Nets reached from selected ports:
Drawn at 10 px/um.
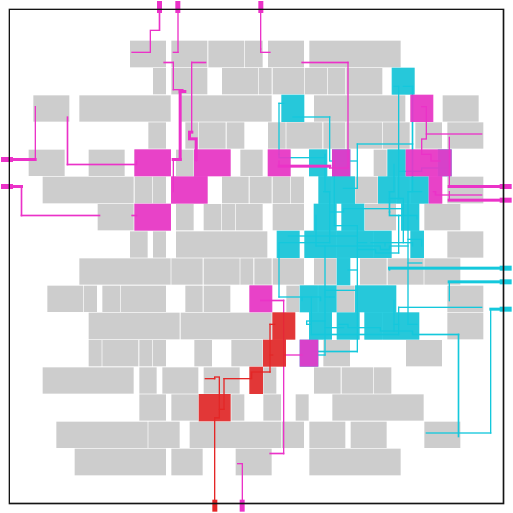
Placed cells, one colour a class:
Drawn at 6 px/um.
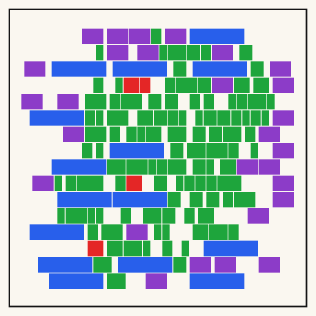
Clock nets:
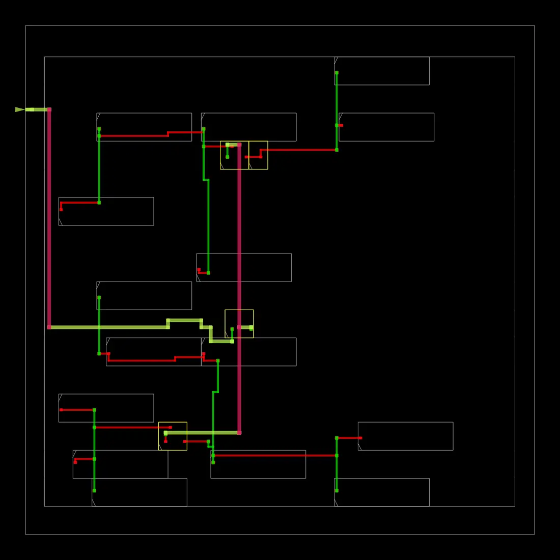
Clock network drawn from the DEF:
Drawn at 10 px/um.
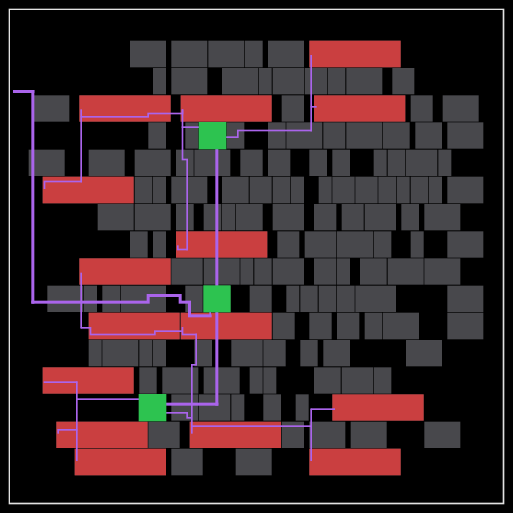
===== src/rtl/shift_register_universal.sv =====
// shift_register_universal
//   WIDTH-bit universal register with clock enable, parallel load, logical shift
//   and rotate in both directions, synchronous clear, and an autonomous serialiser
//   that loads a word on start and shifts it out on sout, one bit per enabled clock.
//
// Ports
//   clock      rising-edge clock
//   reset      asynchronous, active-high reset
//   en         clock enable; 0 freezes q, FSM state and bit counter
//   mode[2:0]  manual operation select (only honoured while idle)
//   d          parallel load / serialiser source word
//   sin_left   serial input entering the MSB on shift right
//   sin_right  serial input entering the LSB on shift left
//   start      one-cycle request to load d and serialise it
//   dir        serialise order: 0 = MSB first, 1 = LSB first
//   q          register contents
//   sout       serial output, selected by the latched direction
//   busy       high while the serialiser is shifting
//   done       one-cycle pulse when serialisation completes
module shift_register_universal #(
    parameter int               WIDTH       = 8,
    parameter logic [WIDTH-1:0] RESET_VALUE = '0
) (
    input  logic             clock,
    input  logic             reset,
    input  logic             en,
    input  logic [2:0]       mode,
    input  logic [WIDTH-1:0] d,
    input  logic             sin_left,
    input  logic             sin_right,
    input  logic             start,
    input  logic             dir,
    output logic [WIDTH-1:0] q,
    output logic             sout,
    output logic             busy,
    output logic             done
);

    localparam int CW = $clog2(WIDTH + 1);
    localparam logic [CW-1:0] LAST_COUNT = CW'(WIDTH - 1);

    localparam logic [2:0] MODE_HOLD  = 3'b000;
    localparam logic [2:0] MODE_SHL   = 3'b001;
    localparam logic [2:0] MODE_SHR   = 3'b010;
    localparam logic [2:0] MODE_ROTL  = 3'b011;
    localparam logic [2:0] MODE_ROTR  = 3'b100;
    localparam logic [2:0] MODE_LOAD  = 3'b101;
    localparam logic [2:0] MODE_CLEAR = 3'b110;

    typedef enum logic [1:0] {
        IDLE  = 2'd0,
        SHIFT = 2'd1,
        DONE  = 2'd2
    } state_t;

    state_t          state;
    logic [CW-1:0]   count;
    logic            dir_r;

    // Register bank and serialiser FSM share one process because the FSM owns q
    // while shifting; manual modes only act in IDLE. DONE always falls back to
    // IDLE on the next clock, independent of en, so the done pulse is one clock.
    always_ff @(posedge clock or posedge reset) begin
        if (reset) begin
            q     <= RESET_VALUE;
            state <= IDLE;
            count <= '0;
            dir_r <= 1'b0;
        end else begin
            case (state)
                IDLE: begin
                    if (en) begin
                        if (start) begin
                            q     <= d;
                            dir_r <= dir;
                            count <= '0;
                            state <= SHIFT;
                        end else begin
                            case (mode)
                                MODE_SHL: begin
                                    q     <= {q[WIDTH-2:0], sin_right};
                                    dir_r <= 1'b0;
                                end
                                MODE_SHR: begin
                                    q     <= {sin_left, q[WIDTH-1:1]};
                                    dir_r <= 1'b1;
                                end
                                MODE_ROTL: begin
                                    q     <= {q[WIDTH-2:0], q[WIDTH-1]};
                                    dir_r <= 1'b0;
                                end
                                MODE_ROTR: begin
                                    q     <= {q[0], q[WIDTH-1:1]};
                                    dir_r <= 1'b1;
                                end
                                MODE_LOAD:  q <= d;
                                MODE_CLEAR: q <= '0;
                                default:    q <= q;
                            endcase
                        end
                    end
                end
                SHIFT: begin
                    // Zero fill, so q is all zeros once every bit has left.
                    if (en) begin
                        if (dir_r) begin
                            q <= {1'b0, q[WIDTH-1:1]};
                        end else begin
                            q <= {q[WIDTH-2:0], 1'b0};
                        end
                        count <= count + CW'(1);
                        if (count == LAST_COUNT) begin
                            state <= DONE;
                        end
                    end
                end
                DONE: begin
                    state <= IDLE;
                end
                default: begin
                    state <= IDLE;
                end
            endcase
        end
    end

    assign sout = dir_r ? q[0] : q[WIDTH-1];
    assign busy = (state == SHIFT);
    assign done = (state == DONE);

endmodule


===== config.mk =====
export PLATFORM = sky130hd
export DESIGN_NAME = shift_register_universal
export DESIGN_NICKNAME = d
export VERILOG_FILES = /design/src/rtl/shift_register_universal.sv
export SDC_FILE = /design/constraint.sdc
export NUM_CORES = 1
export LEC_CHECK = 0
export CORE_MARGIN = 1.5
export CORE_UTILIZATION = 51
export DETAILED_ROUTE_END_ITERATION = 8
export PLACE_DENSITY = 0.91
export SYNTH_ARGS = -nofsm -noshare
export SYNTH_HDL_FRONTEND = slang
export SYNTH_SLANG_ARGS = --single-unit

===== constraint.sdc =====
create_clock -name clock -period 4.14 [get_ports clock]
set_input_delay 0.621 -clock clock [delete_from_list [all_inputs] [get_ports clock]]
set_output_delay 0.621 -clock clock [all_outputs]
set_load 0.05 [all_outputs]

==> tab_implementation.tex <==
% Auto-generated results table
\begin{tabular}{lr}
\hline
Metric & Value \\
\hline
\multicolumn{2}{l}{\textbf{Power}} \\
\quad Net load switching power & 464.7 uW \\
\quad Seq pwr & 308 uW \\
\quad Power dissipated in the clock network & 88.0 uW \\
\quad Combinational gate power & 525 uW \\
\quad Internal portion of total power & 456.3 uW \\
\quad Clock network fraction of total power & 9.5\% \\
\quad Part of the power in registers & 33.4\% \\
\quad Areal power density over the cells & 674.1 nW/um2 \\
\multicolumn{2}{l}{\textbf{Cells and area}} \\
\quad Fraction of area in clock buffers and inverters & 2.015\% \\
\quad Clock buffers & 3 \\
\quad Dominant logic cell types in the final layout & sky130\_fd\_sc\_hd\_\_clkdlybuf4s50\_1, sky130\_fd\_sc\_hd\_\_dfrtp\_1, sky130\_fd\_sc\_hd\_\_o21ai\_0, sky130\_fd\_sc\_hd\_\_a21oi\_1, sky130\_fd\_sc\_hd\_\_nand2\_1 \\
\quad FILL cells & 155 \\
\quad Multi-input gate share of the layout cell area & 45.60\% \\
\multicolumn{2}{l}{\textbf{Synth}} \\
\quad Post-synthesis register bit count & 15 \\
\quad Ao+oa area frac & 29.10\% \\
\quad Most frequently used cell type in the post-synthesis netlist & sky130\_fd\_sc\_hd\_\_dfrtp\_1 \\
\quad Basic-gate share of the synthesized area counting and, or, nand and nor cells & 23.25\% \\
\quad Yosys warning total & 0 \\
\quad Proportion of synthesized area in mux cells & 2.749\% \\
\multicolumn{2}{l}{\textbf{Final timing}} \\
\quad Smallest hold slack & 512.2 ps \\
\quad Peak clock frequency supported by timing & 353.5 MHz \\
\quad Setup ws final & 1311 ps \\
\quad Final Max Slew Viols & 0 \\
\quad Worst-margin pin slew & 568.4 ps \\
\multicolumn{2}{l}{\textbf{Drt}} \\
\quad Count of vias placed by the detailed router & 1113 \\
\multicolumn{2}{l}{\textbf{Worst setup path}} \\
\quad FF-to-FF path depth & 6 \\
\quad Launch point of the worst path & state[0] \\
\quad Worst setup path endpoint & busy \\
\quad Highest net fanout along the worst path & 13 \\
\quad Type of element capturing the critical path & output port \\
\quad Required time of the critical path & 3520 ps \\
\multicolumn{2}{l}{\textbf{Placement}} \\
\quad Cell Area, Placed & 1339 um2 \\
\quad RD Place Congestion & 0.8708 \\
\quad Final HPWL from detailed placement & 1861 um \\
\multicolumn{2}{l}{\textbf{Die}} \\
\quad Boundary Pins & 29 \\
\quad Total die area & 2429 um2 \\
\quad Die span in y & 49.28 um \\
\quad Area of the core region & 1982 um2 \\
\multicolumn{2}{l}{\textbf{Clock tree}} \\
\quad Number of levels the H-tree was split into & 1 \\
\quad Longest Clk Path Bufs & 2 \\
\quad Post-CTS setup-driven buffer insertion count & 0 \\
\multicolumn{2}{l}{\textbf{Outcome}} \\
\quad Result of the run & completed \\
\multicolumn{2}{l}{\textbf{Global routing}} \\
\quad Global Route met1 Usage & 27.91\% \\
\quad Pin count of the biggest net entering global routing & 18 \\
\quad Global Route met3 Usage & 3.374\% \\
\hline
\end{tabular}
Back to the opening pictures, 'nets reached from selected ports':
port	colour	bits	direction	end cells	wire
`mode`	cyan	3	input	28	299 um
`d`	magenta	8	input	12	158 um
`en`	red	1	input	4	28.3 um

Back to the opening pictures, 'placed cells, one colour a class':
class	colour	cells	share of their area
flops	blue	15	28%
combinational and other logic	green	105	49%
clock drivers and dummy loads	red	4	2.1%
other buffers and delay cells	purple	28	21%

Back to the opening pictures, 'clock nets':
total number of sequential cells: 15
clock skew after layout: 3.949 ps
clk ins delay skew pair: 300 ps

Back to the opening pictures, 'clock network drawn from the DEF':
[clock wires] purple | length: 214 um
[flip-flops] red | count: 15
[clock drivers] green | count: 3
routed clock nets	4

Power is estimated from default activity; no workload was simulated.
